**src/rtl/rr_mux_stage_if.sv**
```systemverilog
// rr_mux_stage_if: producer and consumer handshake
// bundle for the arbitrating output stage.
interface rr_mux_stage_if #(
  parameter int N  = 8,
  parameter int W  = 64,
  parameter int CW = $clog2(N)
);
  logic [N-1:0]   in_valid;
  logic [N*W-1:0] in_data;
  logic [N-1:0]   in_ready;
  logic           out_valid;
  logic           out_ready;
  logic [W-1:0]   out_data;
  logic [CW-1:0]  out_chan;

  modport master (
    output in_valid,
    output in_data,
    output out_ready,
    input  in_ready,
    input  out_valid,
    input  out_data,
    input  out_chan
  );

  modport slave (
    input  in_valid,
    input  in_data,
    input  out_ready,
    output in_ready,
    output out_valid,
    output out_data,
    output out_chan
  );
endinterface

```
**src/rtl/rr_mux_stage.sv**
```systemverilog
// rr_mux_stage: N-way arbitrating mux with one
// registered output slot (round-robin or fixed).
module rr_mux_stage #(
  parameter int N  = 8,
  parameter int W  = 64,
  parameter int RR = 1,
  parameter int CW = $clog2(N)
) (
  input  logic          clk,
  input  logic          reset,
  rr_mux_stage_if.slave bus
);

  logic [W-1:0]  chan_data [N];
  logic [CW-1:0] ptr;
  logic [CW-1:0] base;
  logic [CW-1:0] gidx;
  logic [N-1:0]  gnt;
  logic [N-1:0]  rdy;
  logic          hit;
  logic          can_load;
  logic          take;
  logic          ov_q;
  logic [W-1:0]  od_q;
  logic [CW-1:0] oc_q;

  for (genvar g = 0; g < N; g++) begin : g_slice
    assign chan_data[g] = bus.in_data[g*W +: W];
  end

  // Channel index k steps after base, wrapping at N.
  function automatic logic [CW-1:0] slot(
    logic [CW-1:0] b,
    int            k
  );
    int s;
    s = int'(b) + k;
    if (s >= N) s = s - N;
    return CW'(s);
  endfunction

  assign base     = (RR != 0) ? ptr : '0;
  assign can_load = !ov_q || bus.out_ready;

  // Grant: first requester found scanning up from base.
  always_comb begin
    gnt  = '0;
    gidx = '0;
    hit  = 1'b0;
    for (int k = 0; k < N; k++) begin
      if (!hit && bus.in_valid[slot(base, k)]) begin
        hit            = 1'b1;
        gidx           = slot(base, k);
        gnt[slot(base, k)] = 1'b1;
      end
    end
  end

  assign rdy  = (!reset && can_load) ? gnt : '0;
  assign take = |rdy;

  // Output slot and pointer; a load wins over a drain.
  always_ff @(posedge clk) begin
    if (reset) begin
      ov_q <= 1'b0;
      od_q <= '0;
      oc_q <= '0;
      ptr  <= '0;
    end else if (take) begin
      ov_q <= 1'b1;
      od_q <= chan_data[gidx];
      oc_q <= gidx;
      if (RR != 0) begin
        ptr <= (gidx == CW'(N - 1)) ? '0 : gidx + CW'(1);
      end
    end else if (ov_q && bus.out_ready) begin
      ov_q <= 1'b0;
    end
  end

  assign bus.in_ready  = rdy;
  assign bus.out_valid = ov_q;
  assign bus.out_data  = od_q;
  assign bus.out_chan  = oc_q;

endmodule

```
**src/flat_wrapper.sv**
```systemverilog
// flat-port wrapper written by rule: the top's interface ports become plain ports
module rr_mux_stage_flat 
#(
  parameter int N  = 8,
  parameter int W  = 64,
  parameter int RR = 1,
  parameter int CW = $clog2(N)
)
  (clk, reset, bus_in_valid, bus_in_data, bus_out_ready, bus_in_ready, bus_out_valid, bus_out_data, bus_out_chan);
  rr_mux_stage_if #(.N(N), .W(W), .CW(CW)) bus_i ();
  input  logic clk;
  input  logic reset;
  input wire logic [$bits(bus_i.in_valid)-1:0] bus_in_valid;
  input wire logic [$bits(bus_i.in_data)-1:0] bus_in_data;
  input wire logic [$bits(bus_i.out_ready)-1:0] bus_out_ready;
  output wire logic [$bits(bus_i.in_ready)-1:0] bus_in_ready;
  output wire logic [$bits(bus_i.out_valid)-1:0] bus_out_valid;
  output wire logic [$bits(bus_i.out_data)-1:0] bus_out_data;
  output wire logic [$bits(bus_i.out_chan)-1:0] bus_out_chan;
  assign bus_i.in_valid = bus_in_valid;
  assign bus_i.in_data = bus_in_data;
  assign bus_i.out_ready = bus_out_ready;
  assign bus_in_ready = bus_i.in_ready;
  assign bus_out_valid = bus_i.out_valid;
  assign bus_out_data = bus_i.out_data;
  assign bus_out_chan = bus_i.out_chan;
  rr_mux_stage #(.N(N), .W(W), .RR(RR), .CW(CW)) u_core (.clk(clk), .reset(reset), .bus(bus_i));
endmodule
```
**config.mk**
```make
export PLATFORM = sky130hd
export DESIGN_NAME = rr_mux_stage_flat
export DESIGN_NICKNAME = d
export VERILOG_FILES = /design/src/rtl/rr_mux_stage_if.sv /design/src/rtl/rr_mux_stage.sv /design/src/flat_wrapper.sv
export SDC_FILE = /design/constraint.sdc
export NUM_CORES = 1
export LEC_CHECK = 0
export CAP_MARGIN = 30
export CORE_AREA = 5 5 231 233
export DETAILED_ROUTE_END_ITERATION = 16
export DIE_AREA = 0 0 236 238
export HOLD_SLACK_MARGIN = 0.06
export PLACE_DENSITY_LB_ADDON = 0.15
export SKIP_CTS_REPAIR_TIMING = 1
export SLEW_MARGIN = 20
export SYNTH_ARGS = -nofsm -noshare
export SYNTH_HDL_FRONTEND = slang
export SYNTH_SLANG_ARGS = --single-unit
```
**constraint.sdc**
```tcl
create_clock -name clk -period 5.3 [get_ports clk]
set_clock_uncertainty 0.1 [all_clocks]
set_input_delay 1.06 -clock clk [delete_from_list [all_inputs] [get_ports clk]]
set_output_delay 1.06 -clock clk [all_outputs]
set_load 0.1 [all_outputs]
```
### Routing congestion, run 1

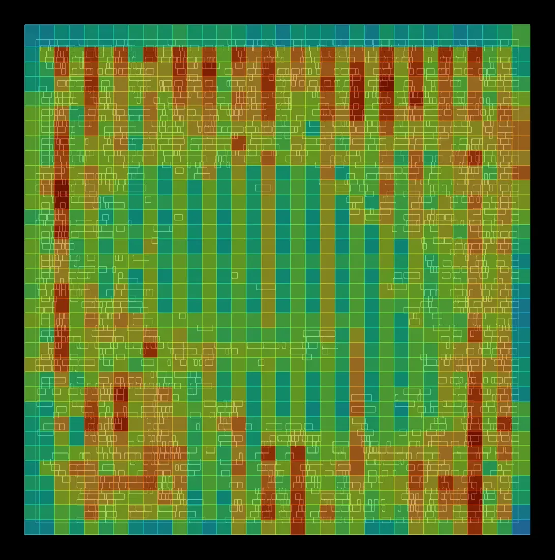
WL/cell: 21.89 um
post-layout util: 33.44%

### Sequential cells grouped by signal name, run 1

Other sequential cells in the stronger gray, the rest of the logic in the fainter gray.
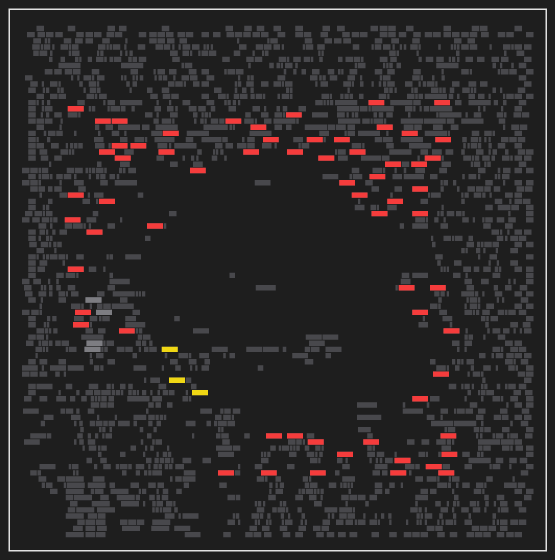
- yellow: u_core.base (flops 3)
- red: u_core.bus.out_data (flops 64; where spread over the die)
- not colored: 4
seq pwr: 0.861 mW
Seq area share: 8.337%
Storage cell area: 1421 um^2

==> impl_metrics.env, run 1 <==
# physical design summary
export IMPL_leakage_nw=6.430
export IMPL_cts_tree="built"
export IMPL_grt_overflow_total=0
export IMPL_edf_count=0
export IMPL_fp_dieW_um=236
export IMPL_crit_slowest_cell="ha_2"
export IMPL_finalHoldViolCount=0
export IMPL_min_path_type="reg2reg"
export IMPL_final_cell_area_um2=17050
export IMPL_yosys_stat_seqShare_pct=16.49
export IMPL_coreArea_um2=50990
export IMPL_grt_pass1_vias=12240
export IMPL_warnings=31
export IMPL_synth_cell_types=67
export IMPL_synth_top_cells_by_count="nand2_1, nor2_1, nand3_1"
export IMPL_viasPerCell=4.651
export IMPL_htree_levels=3
export IMPL_crit_type="reg2out"
export IMPL_worst_slack_ps=360.8
export IMPL_fmax_mhz=202.5
export IMPL_dr_first_iter_drc_count=615
export IMPL_cts_sinks=71
export IMPL_critical_path_arrival_ps=3780
export IMPL_yosysTopAreaCell="dfxtp_1"
export IMPL_fp_nets=1784
export IMPL_drc=0
export IMPL_nNetsFinal=2372
export IMPL_dr_pass1_iters=5
export IMPL_status="finished, final reports clean"
export IMPL_most_common_cell="nand2_1"
export IMPL_rows=83
export IMPL_cp_max_fo=13
export IMPL_clkTransAtPathRegs_ps=60
export IMPL_yosys_cells=1253
export IMPL_layout_drive_gt1_share_pct=12.62
export IMPL_maxCapViolations=0
export IMPL_port_buffers=598
export IMPL_synth_main_ff_cell="dfxtp_1"
export IMPL_gp_congestion=0.8912
### Signal wires on met1, run 1

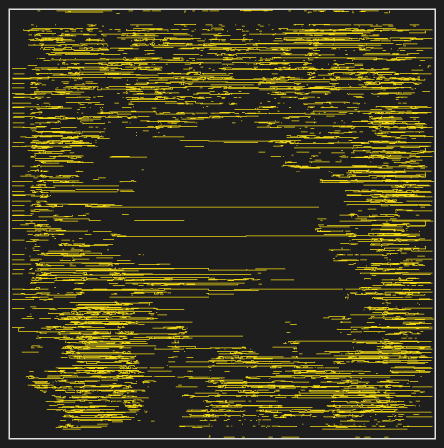
- wire length on this layer: 23.5 mm
- longest straight run: 127 um
total wire length: 55,380 um
DR vias: 11,770
GRT met1 Usage: 23.15%

run 1: power breakdown:
group | leakage (nW) | internal [mW] | switching, mW
clock network | 0.160 | 0.438 | 0.258
logic | 5.68 | 4.26 | 7.11
registers | 0.590 | 0.761 | 0.0999
run 1: worst paths after layout:
kind / end / depth (start not counted) / slack (ps) / start
setup / recovery: bus_in_ready[2] / 11 / 360 / u_core.base[1]
hold / removal: u_core.bus.out_chan[1] / 2 / 400 / u_core.bus.out_chan[1]
setup reg to reg: u_core.bus.out_data[5] / 15 / 760 / u_core.base[1]
hold reg to reg: u_core.bus.out_chan[1] / 2 / 400 / u_core.bus.out_chan[1]
run 1: cell usage in the layout (no fill, tap or decap), types with 16 or more instances in the layout:
| cell type | synthesis | final |
|---|---|---|
| clkdlybuf4s50_1 | 0 | 581 |
| dfxtp_1 | 71 | 71 |
| buf_4 | 6 | 45 |
| o32ai_1 | 55 | 55 |
| mux2i_1 | 88 | 88 |
| nand3_1 | 137 | 137 |
| a31oi_1 | 65 | 65 |
| inv_1 | 16 | 16 |
| mux4_2 | 16 | 16 |
| buf_16 | 0 | 37 |
| buf_12 | 0 | 27 |
| nor2_1 | 211 | 210 |
| nand2_1 | 273 | 272 |
| a211oi_2 | 51 | 52 |
run 1: through the flow:
step / util, % / total power [mW]
floorplan: - / 8.124
global placement: 30.74 / 11.70
detailed placement: 32.63 / 12.37
CTS: 33.26 / 13.13
global route: 33.44 / 13.88
finish: 33.44 / 12.93
run 1: area by class of cell:
cell class	count	share of cell area [%]
timing repair buffer	698	45.82
multi-input combinational	1040	38.37
inverter	21	0.5137
antenna	4	0.05871
clock buffer	13	1.526
sequential	71	8.337
tap	680	4.990
clock inverter	3	0.3816
run 1: layer usage:
layer	vias to the layer above	GRT usage (%)	share of wire, %
met4	8	4.381	1.7
met3	55	5.143	6.6
met2	423	32.38	49
met1	5565	23.15	42
li1	5715	-	-
met5	-	0	0.085
run 1: logic make-up (layout without fill, tap and decap cells):
| family | after synthesis | in the layout | share of synthesized area, % |
|---|---|---|---|
| DFF | 71 | 71 | 16.49 |
| buffers and inverters | 142 | 735 | 8.231 |
| other | 0 | 4 | 0 |
| and+or+nand+nor | 663 | 663 | 32.25 |
| adders and majority gates | 8 | 8 | 1.161 |
| xor gates and xnor gates | 3 | 3 | 0.3920 |
| AOI/OAI and AO/OA | 258 | 258 | 26.51 |
| muxes | 108 | 108 | 14.97 |
run 1: state kept, by name (all words and copies together) (netlist names):
register and count:
u_core.bus.out_data 64, u_core.base 3, u_core.bus.out_chan 3, u_core.bus.out_valid 1
run 1: worst max-delay path, delay by kind of cell (launching register included):
| kind | cells | cell delay, ps |
|---|---|---|
| muxes | 2 | 910 |
| DFF | 1 | 340 |
| buffers and inverters | 3 | 540 |
| AOI/OAI and AO/OA | 2 | 440 |
| adders and majority gates | 1 | 590 |
| and+or+nand+nor | 3 | 610 |
==> run 2: changes to the inputs <==
--- a/config.mk
+++ b/config.mk
@@ -9,7 +9,6 @@
 export CORE_AREA = 5 5 231 233
 export DETAILED_ROUTE_END_ITERATION = 16
 export DIE_AREA = 0 0 236 238
-export HOLD_SLACK_MARGIN = 0.06
 export PLACE_DENSITY_LB_ADDON = 0.15
 export SKIP_CTS_REPAIR_TIMING = 1
 export SLEW_MARGIN = 20
### I/O nets highlighted, run 2

Scale bar: 50 um.
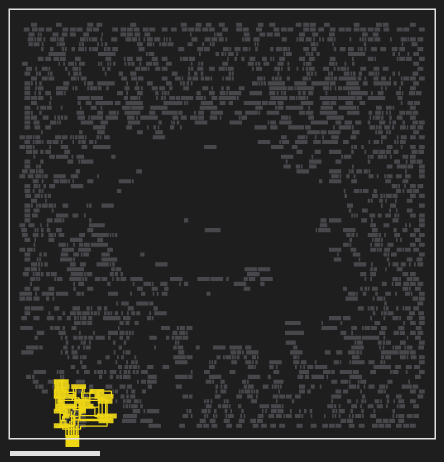
- yellow: bus_in_valid (bits 8; direction input; end cells 23; buffers 8; wire 640 um)

==> impl_metrics.env, run 2 <==
# physical design summary
export IMPL_port_buffers=598
export IMPL_edf_count=0
export IMPL_aoi_share_pct=26.51
export IMPL_htree_levels=3
export IMPL_grt_overflow_total=0
export IMPL_drt_wl_total_um=55380
export IMPL_crit_type="reg2out"
export IMPL_warnings=31
export IMPL_wl_per_cell_um=21.89
export IMPL_drc=0
export IMPL_synth_top_cells_by_count="nand2_1, nor2_1, nand3_1"
export IMPL_r2r_end="u_core.bus.out_data[5]"
export IMPL_finalHoldViolCount=0
export IMPL_cts_tree="built"
export IMPL_grtUsageMet3_pct=5.143
export IMPL_rows=83
export IMPL_p_seq_share_pct=6.7
export IMPL_most_common_cell="nand2_1"
export IMPL_min_path_type="reg2reg"
export IMPL_status="finished, final reports clean"
export IMPL_p_int_mw=5.457
export IMPL_synthTopLogicFamily="simple AND/OR/NAND/NOR gates"
export IMPL_leakage_nw=6.430
export IMPL_dr_pass1_iters=5
export IMPL_power_switching_mw=7.471
export IMPL_ys_sh_simple_pct=32.25
export IMPL_layout_top_cell="clkdlybuf4s50_1"
## run 2: cell counts after synthesis
Identical to the previous run, type by type.
## run 2: final cells by class
type	instances	area share [%]
Antenna cell	4	0.05871
Clock buffer	13	1.526
Clock inverter	3	0.3816
Inverter	21	0.5137
Multi-Input combinational cell	1040	38.37
Sequential cell	71	8.337
Tap cell	680	4.990
Timing Repair Buffer	698	45.82
## run 2: critical path: cells and delay by family (launching register included)
family                     cells  cell delay, ps
AOI/OAI and AO/OA              2             440
adders and majority gates      1             590
buffers and inverters          3             540
DFF                            1             340
muxes                          2             910
and+or+nand+nor                3             610
## run 2: power by group through the flow
stage	clock network, mW	logic (mW)	registers [mW]
2_1_floorplan	0	5.88	2.24
4_1_cts	0.736	11.5	0.864
3_3_place_gp	0	10.8	0.868
6_report	0.696	11.4	0.861
5_1_grt	0.752	12.2	0.887
3_5_place_dp	0	11.5	0.873
## run 2: cells by family after synthesis
kind of cell    Yosys count
xor+xnor                  3
flops                    71
mux                     108
buf+inv                 142
compound gates          258
fa+ha+maj                 8
simple gates            663
## run 2: per-stage QoR
stage / std cells / util, % / setup slack, ps / cell area (um^2) / hold slack (ps)
finish: 2530 / 33.44 / 360.8 / 17050 / 396.7
global route: 2530 / 33.44 / 150.6 / 17050 / 426.6
CTS: 2524 / 33.26 / 94.17 / 16960 / 400.5
detailed placement: 2508 / 32.63 / 106.2 / 16640 / 385.3
global placement: 2473 / 30.74 / 88.08 / 15670 / 372.8
floorplan: 1253 / - / -337.6 / 8651 / 769.5
## run 2: worst max-delay path by stage
stage	cells after the start	to	from	slack, ps
5_1_grt	12	bus_in_ready[7]	u_core.base[1]	150
3_5_place_dp	10	bus_in_ready[6]	bus_in_valid[3]	110
6_report	11	bus_in_ready[2]	u_core.base[1]	360
3_3_place_gp	11	bus_in_ready[3]	bus_in_valid[3]	90
2_1_floorplan	13	bus_in_ready[0]	u_core.base[0]	-340
4_1_cts	10	bus_in_ready[6]	bus_in_valid[3]	90
## run 2: metal layers
| metal | part of all wire (%) | up-vias |
|---|---|---|
| li1 | - | 5715 |
| met1 | 42 | 5565 |
| met2 | 49 | 423 |
| met3 | 6.6 | 55 |
| met4 | 1.7 | 8 |
| met5 | 0.085 | - |
Power figures rest on the tool's default switching activity, not on a simulated workload.
